File: src/rtl/fifo_single_clk_pkg.sv
// fifo_single_clk_pkg: shared width derivations, parameter checks and
// operation encoding for the single-clock FIFO.
package fifo_single_clk_pkg;

   // Combined write/read acceptance of one cycle, {write, read}.
   typedef enum logic [1:0] {
      OP_IDLE = 2'b00,
      OP_RD   = 2'b01,
      OP_WR   = 2'b10,
      OP_RW   = 2'b11
   } fifo_op_e;

   // Pointer width; a one-bit pointer is kept even for tiny depths.
   function automatic int addr_w_f(input int depth);
      if (depth < 2) begin
         return 1;
      end else begin
         return $clog2(depth);
      end
   endfunction

   // Occupancy counter width: must represent 0..DEPTH inclusive.
   function automatic int cnt_w_f(input int depth);
      return $clog2(depth + 1);
   endfunction

   // Legal parameter combination check, used at elaboration.
   function automatic bit params_ok_f(input int data_w, input int depth,
                                      input int afull_th, input int aempty_th);
      bit ok;
      ok = 1'b1;
      if (data_w < 1)                              ok = 1'b0;
      if (depth < 2)                               ok = 1'b0;
      if ((afull_th < 1) || (afull_th > depth))    ok = 1'b0;
      if ((aempty_th < 0) || (aempty_th > depth - 1)) ok = 1'b0;
      return ok;
   endfunction

endpackage

File: src/rtl/fifo_single_clk_if.sv
// fifo_single_clk_if: producer/consumer-facing bus of the single-clock FIFO.
// master = the surrounding logic issuing requests, slave = the FIFO itself.
interface fifo_single_clk_if #(
   parameter int DATA_W = 8,
   parameter int DEPTH  = 16
);
   import fifo_single_clk_pkg::*;

   localparam int CNT_W = cnt_w_f(DEPTH);

   logic              i_wInc;
   logic [DATA_W-1:0] i_wData;
   logic              i_rInc;
   logic              i_clrErr;
   logic [DATA_W-1:0] o_rData;
   logic              o_rValid;
   logic              o_empty;
   logic              o_full;
   logic              o_almostEmpty;
   logic              o_almostFull;
   logic [CNT_W-1:0]  o_count;
   logic              o_overflow;
   logic              o_underflow;

   modport master (
      output i_wInc, i_wData, i_rInc, i_clrErr,
      input  o_rData, o_rValid, o_empty, o_full, o_almostEmpty, o_almostFull,
             o_count, o_overflow, o_underflow
   );

   modport slave (
      input  i_wInc, i_wData, i_rInc, i_clrErr,
      output o_rData, o_rValid, o_empty, o_full, o_almostEmpty, o_almostFull,
             o_count, o_overflow, o_underflow
   );

endinterface

File: src/rtl/fifo_single_clk_mem.sv
// fifo_single_clk_mem: DEPTH x DATA_W storage, synchronous write port and
// asynchronous read port. Contents are intentionally not reset.
module fifo_single_clk_mem
   import fifo_single_clk_pkg::*;
#(
   parameter int DATA_W = 8,
   parameter int DEPTH  = 16,
   parameter int ADDR_W = addr_w_f(DEPTH)
) (
   input  logic              i_clk,
   input  logic              i_we,
   input  logic [ADDR_W-1:0] i_wAddr,
   input  logic [DATA_W-1:0] i_wData,
   input  logic [ADDR_W-1:0] i_rAddr,
   output logic [DATA_W-1:0] o_rData
);

   logic [DATA_W-1:0] mem_q [DEPTH];

   // Store the accepted write word at the write pointer.
   always_ff @(posedge i_clk) begin
      if (i_we) begin
         mem_q[i_wAddr] <= i_wData;
      end
   end

   assign o_rData = mem_q[i_rAddr];

endmodule

File: src/rtl/fifo_single_clk.sv
// fifo_single_clk: single-clock FIFO of arbitrary DEPTH with occupancy
// count, almost-full/almost-empty thresholds and sticky overflow/underflow.
// Build option FIFO_SINGLE_CLK_FWFT_EN selects a first-word-fall-through
// read port; without it reads return data one cycle after acceptance.
module fifo_single_clk
   import fifo_single_clk_pkg::*;
#(
   parameter int DATA_W    = 8,
   parameter int DEPTH     = 16,
   parameter int AFULL_TH  = 12,
   parameter int AEMPTY_TH = 4
) (
   input  logic              i_clk,
   input  logic              i_rst,
   fifo_single_clk_if.slave  bus
);

   localparam int ADDR_W = addr_w_f(DEPTH);
   localparam int CNT_W  = cnt_w_f(DEPTH);

   localparam logic [ADDR_W-1:0] LAST_PTR   = ADDR_W'(DEPTH - 1);
   localparam logic [CNT_W-1:0]  FULL_CNT   = CNT_W'(DEPTH);
   localparam logic [CNT_W-1:0]  AFULL_CNT  = CNT_W'(AFULL_TH);
   localparam logic [CNT_W-1:0]  AEMPTY_CNT = CNT_W'(AEMPTY_TH);

   if (!params_ok_f(DATA_W, DEPTH, AFULL_TH, AEMPTY_TH)) begin : g_param_err
      $error("fifo_single_clk: illegal DATA_W/DEPTH/AFULL_TH/AEMPTY_TH combination");
   end

   // Explicit wrap keeps non-power-of-two depths inside the array.
   function automatic logic [ADDR_W-1:0] ptr_inc_f(input logic [ADDR_W-1:0] ptr);
      if (ptr == LAST_PTR) begin
         return '0;
      end else begin
         return ptr + 1'b1;
      end
   endfunction

   logic [ADDR_W-1:0] wptr_q, wptr_d;
   logic [ADDR_W-1:0] rptr_q, rptr_d;
   logic [CNT_W-1:0]  count_q, count_d;
   logic              empty_q, empty_d;
   logic              full_q, full_d;
   logic              aempty_q, aempty_d;
   logic              afull_q, afull_d;
   logic              ovf_q, ovf_d;
   logic              unf_q, unf_d;

   logic              w_acc_s;
   logic              r_acc_s;
   fifo_op_e          op_s;
   logic [DATA_W-1:0] mem_rdata_s;

   // Request acceptance, pointer/count advance and flag next-state.
   always_comb begin
      w_acc_s = bus.i_wInc & ~full_q;
      r_acc_s = bus.i_rInc & ~empty_q;
      op_s    = fifo_op_e'({w_acc_s, r_acc_s});

      if (w_acc_s) begin
         wptr_d = ptr_inc_f(wptr_q);
      end else begin
         wptr_d = wptr_q;
      end

      if (r_acc_s) begin
         rptr_d = ptr_inc_f(rptr_q);
      end else begin
         rptr_d = rptr_q;
      end

      case (op_s)
         OP_WR:   count_d = count_q + 1'b1;
         OP_RD:   count_d = count_q - 1'b1;
         OP_RW:   count_d = count_q;
         OP_IDLE: count_d = count_q;
         default: count_d = count_q;
      endcase

      // Flags follow the next count so they line up with o_count.
      empty_d  = (count_d == '0);
      full_d   = (count_d == FULL_CNT);
      aempty_d = (count_d <= AEMPTY_CNT);
      afull_d  = (count_d >= AFULL_CNT);

      // Error flags: a new error wins over a same-cycle clear.
      if (bus.i_wInc & full_q) begin
         ovf_d = 1'b1;
      end else if (bus.i_clrErr) begin
         ovf_d = 1'b0;
      end else begin
         ovf_d = ovf_q;
      end

      if (bus.i_rInc & empty_q) begin
         unf_d = 1'b1;
      end else if (bus.i_clrErr) begin
         unf_d = 1'b0;
      end else begin
         unf_d = unf_q;
      end
   end

   // Pointer, occupancy, flag and error state registers.
   always_ff @(posedge i_clk) begin
      if (i_rst) begin
         wptr_q   <= '0;
         rptr_q   <= '0;
         count_q  <= '0;
         empty_q  <= 1'b1;
         full_q   <= 1'b0;
         aempty_q <= 1'b1;
         afull_q  <= 1'b0;
         ovf_q    <= 1'b0;
         unf_q    <= 1'b0;
      end else begin
         wptr_q   <= wptr_d;
         rptr_q   <= rptr_d;
         count_q  <= count_d;
         empty_q  <= empty_d;
         full_q   <= full_d;
         aempty_q <= aempty_d;
         afull_q  <= afull_d;
         ovf_q    <= ovf_d;
         unf_q    <= unf_d;
      end
   end

   fifo_single_clk_mem #(
      .DATA_W (DATA_W),
      .DEPTH  (DEPTH),
      .ADDR_W (ADDR_W)
   ) u_mem (
      .i_clk   (i_clk),
      .i_we    (w_acc_s & ~i_rst),
      .i_wAddr (wptr_q),
      .i_wData (bus.i_wData),
      .i_rAddr (rptr_q),
      .o_rData (mem_rdata_s)
   );

   assign bus.o_empty       = empty_q;
   assign bus.o_full        = full_q;
   assign bus.o_almostEmpty = aempty_q;
   assign bus.o_almostFull  = afull_q;
   assign bus.o_count       = count_q;
   assign bus.o_overflow    = ovf_q;
   assign bus.o_underflow   = unf_q;

`ifdef FIFO_SINGLE_CLK_FWFT_EN
   // Head word is presented directly; i_rInc acknowledges it.
   assign bus.o_rData  = mem_rdata_s;
   assign bus.o_rValid = ~empty_q;
`else
   logic [DATA_W-1:0] rdata_q;
   logic              rvalid_q;

   // Capture the head word on an accepted read; valid pulses one cycle.
   always_ff @(posedge i_clk) begin
      if (i_rst) begin
         rdata_q  <= '0;
         rvalid_q <= 1'b0;
      end else begin
         rvalid_q <= r_acc_s;
         if (r_acc_s) begin
            rdata_q <= mem_rdata_s;
         end
      end
   end

   assign bus.o_rData  = rdata_q;
   assign bus.o_rValid = rvalid_q;
`endif

endmodule

File: src/flat_wrapper.sv
// flat-port wrapper written by rule: the top's interface ports become plain ports
module fifo_single_clk_flat import fifo_single_clk_pkg::*;
#(
   parameter int DATA_W    = 8,
   parameter int DEPTH     = 16,
   parameter int AFULL_TH  = 12,
   parameter int AEMPTY_TH = 4
)
  (i_clk, i_rst, bus_i_wInc, bus_i_wData, bus_i_rInc, bus_i_clrErr, bus_o_rData, bus_o_rValid, bus_o_empty, bus_o_full, bus_o_almostEmpty, bus_o_almostFull, bus_o_count, bus_o_overflow, bus_o_underflow);
  fifo_single_clk_if #(.DATA_W(DATA_W), .DEPTH(DEPTH)) bus_i ();
  input  logic i_clk;
  input  logic i_rst;
  input wire logic [$bits(bus_i.i_wInc)-1:0] bus_i_wInc;
  input wire logic [$bits(bus_i.i_wData)-1:0] bus_i_wData;
  input wire logic [$bits(bus_i.i_rInc)-1:0] bus_i_rInc;
  input wire logic [$bits(bus_i.i_clrErr)-1:0] bus_i_clrErr;
  output wire logic [$bits(bus_i.o_rData)-1:0] bus_o_rData;
  output wire logic [$bits(bus_i.o_rValid)-1:0] bus_o_rValid;
  output wire logic [$bits(bus_i.o_empty)-1:0] bus_o_empty;
  output wire logic [$bits(bus_i.o_full)-1:0] bus_o_full;
  output wire logic [$bits(bus_i.o_almostEmpty)-1:0] bus_o_almostEmpty;
  output wire logic [$bits(bus_i.o_almostFull)-1:0] bus_o_almostFull;
  output wire logic [$bits(bus_i.o_count)-1:0] bus_o_count;
  output wire logic [$bits(bus_i.o_overflow)-1:0] bus_o_overflow;
  output wire logic [$bits(bus_i.o_underflow)-1:0] bus_o_underflow;
  assign bus_i.i_wInc = bus_i_wInc;
  assign bus_i.i_wData = bus_i_wData;
  assign bus_i.i_rInc = bus_i_rInc;
  assign bus_i.i_clrErr = bus_i_clrErr;
  assign bus_o_rData = bus_i.o_rData;
  assign bus_o_rValid = bus_i.o_rValid;
  assign bus_o_empty = bus_i.o_empty;
  assign bus_o_full = bus_i.o_full;
  assign bus_o_almostEmpty = bus_i.o_almostEmpty;
  assign bus_o_almostFull = bus_i.o_almostFull;
  assign bus_o_count = bus_i.o_count;
  assign bus_o_overflow = bus_i.o_overflow;
  assign bus_o_underflow = bus_i.o_underflow;
  fifo_single_clk #(.DATA_W(DATA_W), .DEPTH(DEPTH), .AFULL_TH(AFULL_TH), .AEMPTY_TH(AEMPTY_TH)) u_core (.i_clk(i_clk), .i_rst(i_rst), .bus(bus_i));
endmodule
File: config.mk
export PLATFORM = sky130hd
export DESIGN_NAME = fifo_single_clk_flat
export DESIGN_NICKNAME = d
export VERILOG_FILES = /design/src/rtl/fifo_single_clk_pkg.sv /design/src/rtl/fifo_single_clk_if.sv /design/src/rtl/fifo_single_clk_mem.sv /design/src/rtl/fifo_single_clk.sv /design/src/flat_wrapper.sv
export SDC_FILE = /design/constraint.sdc
export NUM_CORES = 1
export LEC_CHECK = 0
export CORE_UTILIZATION = 57
export DETAILED_ROUTE_END_ITERATION = 7
export DONT_BUFFER_PORTS = 1
export PLACE_DENSITY = 0.72
export SLEW_MARGIN = 20
export SYNTH_ARGS = -nofsm -noshare
export SYNTH_HDL_FRONTEND = slang
export SYNTH_SLANG_ARGS = --single-unit
File: constraint.sdc
create_clock -name i_clk -period 3.1 [get_ports i_clk]
set_input_delay 0.465 -clock i_clk [delete_from_list [all_inputs] [get_ports i_clk]]
set_output_delay 0.465 -clock i_clk [all_outputs]
set_load 0.02 [all_outputs]
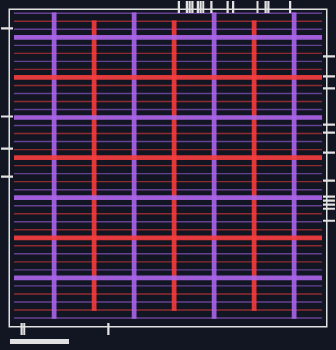
power_grid.png
The bar under the picture is 20 um long. Pins as bars on the die edge.
Key: VSS = purple; VDD = red
33 signal pins sit on the boundary. 7 straps on met4. 39 met1 rails follow the rows. 7 straps on met5. The core has 38 rows.
Die Span X: 107 um
Chip Height: 107 um
core area: 0.0108 mm2

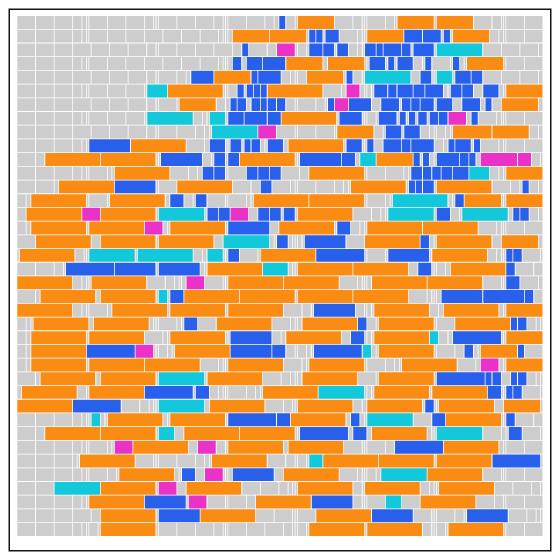
placement_by_type.png
Fill, decap, tap and diode cells in gray.
Key: clock drivers and dummy loads = cyan [cells 32, share of their area 8.4%]; combinational and other logic = blue [cells 185, share of their area 25%]; flops = orange [cells 156, share of their area 64%]; other buffers and delay cells = magenta [cells 18, share of their area 2.6%]
row count: 38
fin area: 0.00708 mm2
Layout Utilization: 65.6%
Seq area share: 62.2%

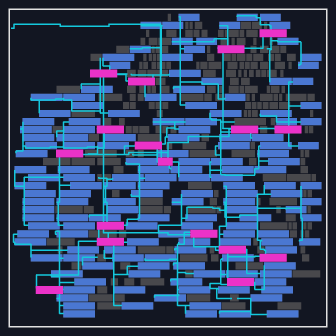
clk_routes.png
Key: clock wires = cyan [length 1600 um]; clock drivers = magenta [count 17]; flip-flops = blue [count 156]
There are 18 routed clock nets.
Clock power frac: 42.2%
Post-Route Skew: 6.77 ps
Clk power: 2010 uW

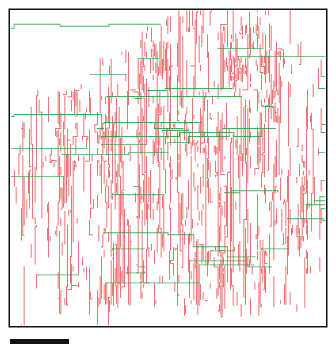
wires.png
The bar under the picture is 20 um long. Two of the layers only.
Key: metal 3 = green [wire length 731 um]; metal 2 = red [wire length 5740 um]
WL per Instance: 22.8 um
total track usage: 22.4%
final WL: 12.1 mm
total number of vias: 3234

==> impl_metrics.tcl <==
# flow metrics
set metrics [dict create \
    busiest_layer "met2" \
    synth_warnings 0 \
    status "completed" \
    use_met3_pct 6.75 \
    path_class "reg2reg" \
    num_antenna_cells 1 \
    synth.area.top_cells "edfxtp_1 61%, dfxtp_1 8.9%, mux4_2 7.1%" \
    layout_top_cell "edfxtp_1" \
    cts-resized-gates 0 \
    io_buffers 0 \
    numCtsBuffers 17 \
    cp.required_ps 3520 \
    power.internal_uw 3620 \
    cp-end-kind "flip-flop" \
    n_tap_cell 140 \
    drt_iter0_drc 309 \
    xor_share_pct 0.972 \
    mux_area_share_pct 12.6 \
    dpl.hpwl_mm 6.80 \
    edf_count 128 \
    holdPathStages 1 \
    instances_no_fill 532 \
    crit_path_top_delay_cell "dfxtp_1" \
    wl_met1_mm 5.45 \
    grtUsageMet2_pct 32.9 \
    ys_top_cells_by_count "128 x edfxtp_1, 28 x dfxtp_1, 25 x a21oi_1" \
    comb-power_uw 340 \
    pg_seq_uw 2420 \
    grt_antenna_before_repair 1 \
    post_dp_cell_area_mm2 0.00636 \
    switchingPower_uw 1140 \
    slew_viol_final 0 \
    powerDensity_mw_per_mm2 673 \
    ys_chip_area_mm2 0.00631 \
    floorplan.nets 381 \
    worstSetupEndpoint "u_core.bus.o_full$_SDFF_PP0_" \
    clock.fmax_ghz 0.373 \
    comb_cells 178 \
    post_cts_buffers 0 \
    netSwitchingFraction_pct 23.9 \
    avgSynthCellArea_um2 17.5 \
    tool_warnings 30 \
    nNetsFinal 399 \
    grt_use_met1_pct 31.5 \
    tightest_slew_ps 823 \
    period_used_pct 86.5 \
    final-setup-viol-count 0 \
    rsz0062_at_grt "false" \
    cp_common_cell "ha_1" \
    sh_comb_area_pct 24.1 \
    startpoint "u_core.bus.o_full$_SDFF_PP0_" \
    clkSlewWorstSetupHoldPaths_ps 70 \
    first_global_vias 3062 \
    seq_area_frac_synth_pct 69.8 \
    drc 0 \
    syn_inst 360 \
    seqCellArea_mm2 0.00441 \
    met2WireLength_mm 5.74 \
    hold_viol 0 \
    buffers 18 \
    r2r_start "u_core.bus.o_full$_SDFF_PP0_" \
    max_stage_delay_ps 390 \
    ios 33 \
    crit_chain "nor2b_1 -> clkinv_1 -> ha_1 -> xor2_1 -> ha_1 -> a31o_2 -> nor3_2 -> mux2i_1 -> nor4bb_1" \
    arrival_ps 3100 \
    setup_ws_ps 420 \
    critical_path_depth 9 \
    gr-total-overflow 0 \
    period_needed_ps 2680 \
    dp.cells 485 \
    cp_top_family "simple AND/OR/NAND/NOR gates" \
    seqPwrFrac_pct 50.7 \
    ys_types 47 \
    max-slew-margin-rel_pct 45.0 \
    grt_pass1_wl_mm 17.7 \
]
## kinds of logic (layout without fill, tap and decap cells)
logic type / count (synthesis) / in the layout
simple gates: 69 / 69
xor+xnor: 7 / 7
compound gates: 59 / 59
mux: 35 / 35
flops: 156 / 156
fa+ha+maj: 8 / 8
buf+inv: 26 / 57
other cells: 0 / 1
## sequential cells by signal (all words and copies together) (netlist names)
name and cells:
u_core.bus.o_almostEmpty 1, u_core.bus.o_almostFull 1, u_core.bus.o_count 5, u_core.bus.o_empty 1, u_core.bus.o_full 1, u_core.bus.o_overflow 1
u_core.bus.o_rData 8, u_core.bus.o_rValid 1, u_core.bus.o_underflow 1, u_core.rptr_q 4, u_core.u_mem.mem_q 128, u_core.wptr_q 4
Power is estimated from default activity; no workload was simulated.
